util_map.png
Scale bar: 20 microns. 7 x 7 tiles, from black (low) to pale yellow (high), 0 to 100% covered.
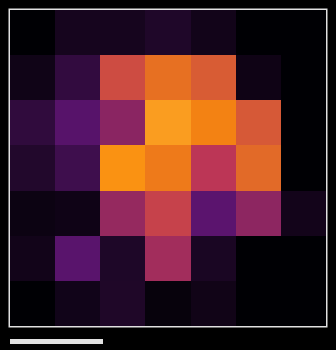
port_trees.png
Scale bar: 20 microns.
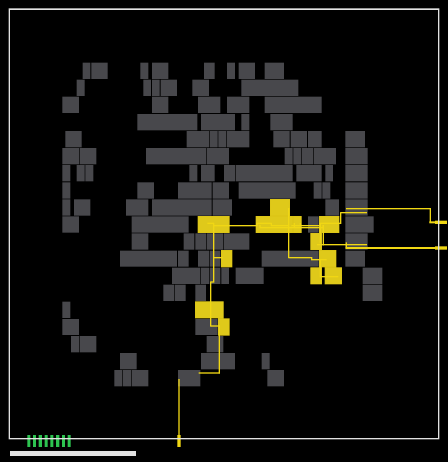
`config.mk`:
```
export PLATFORM = sky130hd
export DESIGN_NAME = cpu_seq_ctrl_flat
export DESIGN_NICKNAME = d
export VERILOG_FILES = /design/src/rtl/cpu_seq_ctrl_if.sv /design/src/rtl/cpu_seq_ctrl.sv /design/src/flat_wrapper.sv
export SDC_FILE = /design/constraint.sdc
export NUM_CORES = 1
export LEC_CHECK = 0
export CAP_MARGIN = 40
export CELL_PAD_IN_SITES_DETAIL_PLACEMENT = 0
export CELL_PAD_IN_SITES_GLOBAL_PLACEMENT = 1
export CORE_MARGIN = 8
export CORE_UTILIZATION = 24
export DETAILED_ROUTE_END_ITERATION = 16
export GPL_TIMING_DRIVEN = 0
export PLACE_DENSITY = 0.87
export SYNTH_ARGS = -nofsm -noshare
export SYNTH_HDL_FRONTEND = slang
export SYNTH_SLANG_ARGS = --single-unit
```
`constraint.sdc`:
```
create_clock -name clock -period 1.85 [get_ports clock]
set_input_delay 0.185 -clock clock [delete_from_list [all_inputs] [get_ports clock]]
set_output_delay 0.185 -clock clock [all_outputs]
set_load 0.005 [all_outputs]
```
`src/rtl/cpu_seq_ctrl_if.sv`:
```
// cpu_seq_ctrl_if: control/strobe bundle between the phase sequencer and the
// rest of the 8-bit CPU (IR, ALU, PC, memory, accumulator, program loader).
interface cpu_seq_ctrl_if;
    localparam int unsigned AW = 5;
    localparam int unsigned DW = 8;
    localparam int unsigned OW = 3;

    logic          Load;
    logic [DW-1:0] data_in;
    logic [OW-1:0] opcode;
    logic          zero;

    logic [2:0]    phase;
    logic          sel;
    logic          rd;
    logic          wr;
    logic          ld_ir;
    logic          ld_ac;
    logic          inc_pc;
    logic          ld_pc;
    logic          clr_pc;
    logic          data_e;
    logic          halt;
    logic          ld_we;
    logic [AW-1:0] ld_addr;
    logic [DW-1:0] ld_data;

    // Sequencer side
    modport slave (
        input  Load, data_in, opcode, zero,
        output phase, sel, rd, wr, ld_ir, ld_ac, inc_pc, ld_pc, clr_pc,
               data_e, halt, ld_we, ld_addr, ld_data
    );

    // CPU / environment side
    modport master (
        output Load, data_in, opcode, zero,
        input  phase, sel, rd, wr, ld_ir, ld_ac, inc_pc, ld_pc, clr_pc,
               data_e, halt, ld_we, ld_addr, ld_data
    );
endinterface

```
`src/rtl/cpu_seq_ctrl.sv`:
```
// cpu_seq_ctrl: eight-phase fetch/execute sequencer for the 8-bit RISC CPU,
// with an optional program loader that writes data_in bytes into memory.
// Define CPU_LOADER_EN to build the loader (LOAD state, ld_* and clr_pc);
// without it Load is ignored and the loader outputs are tied to 0.
module cpu_seq_ctrl (
    input  logic          clock,
    input  logic          reset,
    cpu_seq_ctrl_if.slave bus
);
    localparam int unsigned AW = 5;
    localparam int unsigned DW = 8;
    localparam int unsigned PW = 3;
    localparam int unsigned OW = 3;

    localparam logic [PW-1:0] PH_INST_ADDR  = 3'd0;
    localparam logic [PW-1:0] PH_INST_FETCH = 3'd1;
    localparam logic [PW-1:0] PH_INST_LOAD  = 3'd2;
    localparam logic [PW-1:0] PH_IDLE       = 3'd3;
    localparam logic [PW-1:0] PH_OP_ADDR    = 3'd4;
    localparam logic [PW-1:0] PH_OP_FETCH   = 3'd5;
    localparam logic [PW-1:0] PH_ALU_OP     = 3'd6;
    localparam logic [PW-1:0] PH_STORE      = 3'd7;

    localparam logic [OW-1:0] OP_HLT = 3'b000;
    localparam logic [OW-1:0] OP_SKZ = 3'b001;
    localparam logic [OW-1:0] OP_ADD = 3'b010;
    localparam logic [OW-1:0] OP_AND = 3'b011;
    localparam logic [OW-1:0] OP_XOR = 3'b100;
    localparam logic [OW-1:0] OP_LDA = 3'b101;
    localparam logic [OW-1:0] OP_STO = 3'b110;
    localparam logic [OW-1:0] OP_JMP = 3'b111;

    // S_CLR is the single clr_pc cycle between leaving LOAD and phase 0
    typedef enum logic [1:0] {
        S_EXEC = 2'd0,
        S_LOAD = 2'd1,
        S_CLR  = 2'd2,
        S_HALT = 2'd3
    } state_e;

    state_e        state_q, state_d;
    logic [PW-1:0] phase_q, phase_d;
    logic          load_req_c;
    logic          alu_op_c;
    logic          sel_c, rd_c, wr_c, ld_ir_c, ld_ac_c, inc_pc_c, ld_pc_c, data_e_c;

`ifdef CPU_LOADER_EN
    logic [AW-1:0] ld_addr_q, ld_addr_d;
    logic [DW-1:0] ld_data_q, ld_data_d;
    logic          ld_we_q, ld_we_d;
    logic          ld_take_c;

    assign load_req_c = bus.Load;
`else
    logic unused_load;

    assign unused_load = ^{bus.Load, bus.data_in};
    assign load_req_c  = 1'b0;
`endif

    assign alu_op_c = (bus.opcode == OP_ADD) || (bus.opcode == OP_AND) ||
                      (bus.opcode == OP_XOR) || (bus.opcode == OP_LDA);

    // State and phase register
    always_ff @(posedge clock or negedge reset) begin
        if (!reset) begin
            state_q <= S_EXEC;
            phase_q <= '0;
        end else begin
            state_q <= state_d;
            phase_q <= phase_d;
        end
    end

    // Next state: phase walk, HLT capture, load entry/exit
    always_comb begin
        state_d = state_q;
        phase_d = phase_q;
        case (state_q)
            S_EXEC: begin
                phase_d = phase_q + PW'(1);
                if ((phase_q == PH_OP_ADDR) && (bus.opcode == OP_HLT)) begin
                    state_d = S_HALT;
                    phase_d = phase_q;
                end else if ((phase_q == PH_STORE) && load_req_c) begin
                    state_d = S_LOAD;
                end
            end
            S_HALT: begin
                if (load_req_c) begin
                    state_d = S_LOAD;
                    phase_d = '0;
                end
            end
            S_LOAD: begin
                phase_d = '0;
                if (!load_req_c) begin
                    state_d = S_CLR;
                end
            end
            S_CLR: begin
                phase_d = '0;
                state_d = S_EXEC;
            end
            default: begin
                state_d = S_EXEC;
                phase_d = '0;
            end
        endcase
    end

    // Datapath strobe decode from registered phase, opcode and zero
    always_comb begin
        sel_c    = 1'b0;
        rd_c     = 1'b0;
        wr_c     = 1'b0;
        ld_ir_c  = 1'b0;
        ld_ac_c  = 1'b0;
        inc_pc_c = 1'b0;
        ld_pc_c  = 1'b0;
        data_e_c = 1'b0;
        if (state_q == S_EXEC) begin
            case (phase_q)
                PH_INST_ADDR: begin
                    sel_c = 1'b1;
                end
                PH_INST_FETCH: begin
                    sel_c = 1'b1;
                    rd_c  = 1'b1;
                end
                PH_INST_LOAD, PH_IDLE: begin
                    sel_c   = 1'b1;
                    rd_c    = 1'b1;
                    ld_ir_c = 1'b1;
                end
                PH_OP_ADDR: begin
                    inc_pc_c = 1'b1;
                end
                PH_OP_FETCH: begin
                    rd_c = alu_op_c;
                end
                PH_ALU_OP: begin
                    rd_c     = alu_op_c;
                    inc_pc_c = (bus.opcode == OP_SKZ) && bus.zero;
                    ld_pc_c  = (bus.opcode == OP_JMP);
                    data_e_c = (bus.opcode == OP_STO);
                end
                PH_STORE: begin
                    rd_c     = alu_op_c;
                    ld_ac_c  = alu_op_c;
                    ld_pc_c  = (bus.opcode == OP_JMP);
                    wr_c     = (bus.opcode == OP_STO);
                    data_e_c = (bus.opcode == OP_STO);
                end
                default: begin
                    sel_c = 1'b0;
                end
            endcase
        end
    end

    assign bus.phase  = phase_q;
    assign bus.sel    = sel_c;
    assign bus.rd     = rd_c;
    assign bus.wr     = wr_c;
    assign bus.ld_ir  = ld_ir_c;
    assign bus.ld_ac  = ld_ac_c;
    assign bus.inc_pc = inc_pc_c;
    assign bus.ld_pc  = ld_pc_c;
    assign bus.data_e = data_e_c;
    assign bus.halt   = (state_q == S_HALT);

`ifdef CPU_LOADER_EN
    // A byte is taken in LOAD and also on the cycle that enters LOAD
    assign ld_take_c = load_req_c &&
                       ((state_q == S_LOAD) || (state_q == S_HALT) ||
                        ((state_q == S_EXEC) && (phase_q == PH_STORE)));

    // Loader register
    always_ff @(posedge clock or negedge reset) begin
        if (!reset) begin
            ld_addr_q <= '0;
            ld_data_q <= '0;
            ld_we_q   <= 1'b0;
        end else begin
            ld_addr_q <= ld_addr_d;
            ld_data_q <= ld_data_d;
            ld_we_q   <= ld_we_d;
        end
    end

    // Loader next state: capture byte, advance address after each write, clear on exit
    always_comb begin
        ld_we_d   = 1'b0;
        ld_data_d = ld_data_q;
        ld_addr_d = ld_addr_q;
        if (ld_we_q) begin
            ld_addr_d = ld_addr_q + AW'(1);
        end
        if (ld_take_c) begin
            ld_we_d   = 1'b1;
            ld_data_d = bus.data_in;
        end
        if ((state_q == S_LOAD) && !load_req_c) begin
            ld_addr_d = '0;
        end
    end

    assign bus.clr_pc  = (state_q == S_CLR);
    assign bus.ld_we   = ld_we_q;
    assign bus.ld_addr = ld_addr_q;
    assign bus.ld_data = ld_data_q;
`else
    assign bus.clr_pc  = 1'b0;
    assign bus.ld_we   = 1'b0;
    assign bus.ld_addr = '0;
    assign bus.ld_data = '0;
`endif

endmodule

```
`src/flat_wrapper.sv`:
```
// flat-port wrapper written by rule: the top's interface ports become plain ports
module cpu_seq_ctrl_flat 
  (clock, reset, bus_Load, bus_data_in, bus_opcode, bus_zero, bus_phase, bus_sel, bus_rd, bus_wr, bus_ld_ir, bus_ld_ac, bus_inc_pc, bus_ld_pc, bus_clr_pc, bus_data_e, bus_halt, bus_ld_we, bus_ld_addr, bus_ld_data);
  cpu_seq_ctrl_if bus_i ();
  input  logic clock;
  input  logic reset;
  input wire logic [$bits(bus_i.Load)-1:0] bus_Load;
  input wire logic [$bits(bus_i.data_in)-1:0] bus_data_in;
  input wire logic [$bits(bus_i.opcode)-1:0] bus_opcode;
  input wire logic [$bits(bus_i.zero)-1:0] bus_zero;
  output wire logic [$bits(bus_i.phase)-1:0] bus_phase;
  output wire logic [$bits(bus_i.sel)-1:0] bus_sel;
  output wire logic [$bits(bus_i.rd)-1:0] bus_rd;
  output wire logic [$bits(bus_i.wr)-1:0] bus_wr;
  output wire logic [$bits(bus_i.ld_ir)-1:0] bus_ld_ir;
  output wire logic [$bits(bus_i.ld_ac)-1:0] bus_ld_ac;
  output wire logic [$bits(bus_i.inc_pc)-1:0] bus_inc_pc;
  output wire logic [$bits(bus_i.ld_pc)-1:0] bus_ld_pc;
  output wire logic [$bits(bus_i.clr_pc)-1:0] bus_clr_pc;
  output wire logic [$bits(bus_i.data_e)-1:0] bus_data_e;
  output wire logic [$bits(bus_i.halt)-1:0] bus_halt;
  output wire logic [$bits(bus_i.ld_we)-1:0] bus_ld_we;
  output wire logic [$bits(bus_i.ld_addr)-1:0] bus_ld_addr;
  output wire logic [$bits(bus_i.ld_data)-1:0] bus_ld_data;
  assign bus_i.Load = bus_Load;
  assign bus_i.data_in = bus_data_in;
  assign bus_i.opcode = bus_opcode;
  assign bus_i.zero = bus_zero;
  assign bus_phase = bus_i.phase;
  assign bus_sel = bus_i.sel;
  assign bus_rd = bus_i.rd;
  assign bus_wr = bus_i.wr;
  assign bus_ld_ir = bus_i.ld_ir;
  assign bus_ld_ac = bus_i.ld_ac;
  assign bus_inc_pc = bus_i.inc_pc;
  assign bus_ld_pc = bus_i.ld_pc;
  assign bus_clr_pc = bus_i.clr_pc;
  assign bus_data_e = bus_i.data_e;
  assign bus_halt = bus_i.halt;
  assign bus_ld_we = bus_i.ld_we;
  assign bus_ld_addr = bus_i.ld_addr;
  assign bus_ld_data = bus_i.ld_data;
  cpu_seq_ctrl u_core (.clock(clock), .reset(reset), .bus(bus_i));
endmodule
```
==> reports/metrics.csv <==
stage,metric,value,unit
critical_path,path_class,reg2out,
floorplanning,dieArea,4650,sq um
clock_tree,clock-root-buffer,clkbuf_4,
route,drt-initial-drc-count,26,
synthesis,yosys_warnings,0,
layout,post-route-util,0.400,
route,wl_met3,135,microns
timing,hold_viol,0,
layout,finalNonFillerCells,149,
synthesis,synth_async_sr_flop_share,1.00,
route,num_vias,620,
placement,port_buffers,17,
critical_path,cp-endpoint,bus_wr,
route,top_layer,met3,
floorplanning,io_pins,42,
clock_tree,post_cts_buffers,1,
placement,place_hpwl,1.33,mm
timing,finalSetupViolations,0,
critical_path,r2r-end,u_core.bus.phase[0],
synthesis,top_area_frac,0.192,
global_routing,grt_pass1_wl,2.51,mm
global_routing,antenna_found_initial,0,
placement,place.gp.congestion,0.775,
timing,slew_viol_final,0,
clock_tree,holdBufCountCts,0,
floorplanning,row_count,19,
outcome,outcome,"finished, final reports clean",
About util_map.png:
25% of the tiles are nearly empty. The mean over all tiles is 22%. The emptiest ninth of the die: lower right. The fullest tile reaches 79%.

About port_trees.png:
Green marks bus_data_in, bits 8, direction input, edge bottom, end cells 0, buffers 0. Yellow marks bus_opcode, bits 3, direction input, edge 2 right, 1 bottom, end cells 12, buffers 3, wire 143 microns.

==> cells by family (layout without fill, tap and decap cells) <==
family	Yosys count	in the layout	synth area share
AND/OR/NAND/NOR	25	25	0.232
adder cells (fa/ha/maj)	9	9	0.172
other	1	15	0.00574
buffers and inverters	22	48	0.216
flip-flops	5	5	0.192
AND-OR/OR-AND	13	13	0.130
multiplexers	2	2	0.0383
XOR/XNOR	1	1	0.0134
==> registers in the layout (all words and copies together) (netlist names) <==
register          cells
u_core.state_q        2
u_core.bus.phase      3
==> metrics by stage <==
stage	setup WS [ns]	area, sq um	hold slack [ns]	setup TNS (ns)
3_5_place_dp	-0.204	915	0.421	-0.374
5_1_grt	-0.0653	1060	0.165	-0.189
2_1_floorplan	0.310	706	-0.111	0
3_3_place_gp	-0.161	915	0.415	-0.240
6_report	0.0555	1060	0.166	0
4_1_cts	-0.0508	963	0.165	-0.0513
==> power breakdown <==
| part | switching (mW) | internal, mW |
|---|---|---|
| Combinational | 0.0219 | 0.0317 |
| Clock | 0.0401 | 0.0812 |
| Sequential | 0 | 0.110 |
| Total | 0.0619 | 0.223 |
==> cell usage in the layout, fill, tap and decap left out, types with 3 or more instances in the layout <==
| cell | count |
|---|---|
| a21oi_1 | 4 |
| buf_4 | 20 |
| clkbuf_4 | 3 |
| clkdlybuf4s50_1 | 9 |
| conb_1 | 15 |
| dfrtp_2 | 3 |
| dlygate4sd2_1 | 5 |
| ha_4 | 5 |
| inv_2 | 3 |
| nor2_1 | 5 |
| nor3_1 | 6 |
==> final cells by class <==
class,count,share of cell area
buffer,17,0.121
clock buffer,4,0.0247
inverter,5,0.0176
multi-input combinational,65,0.492
sequential,5,0.121
tap,31,0.0364
timing repair buffer,22,0.187
Power figures rest on the tool's default switching activity, not on a simulated workload.
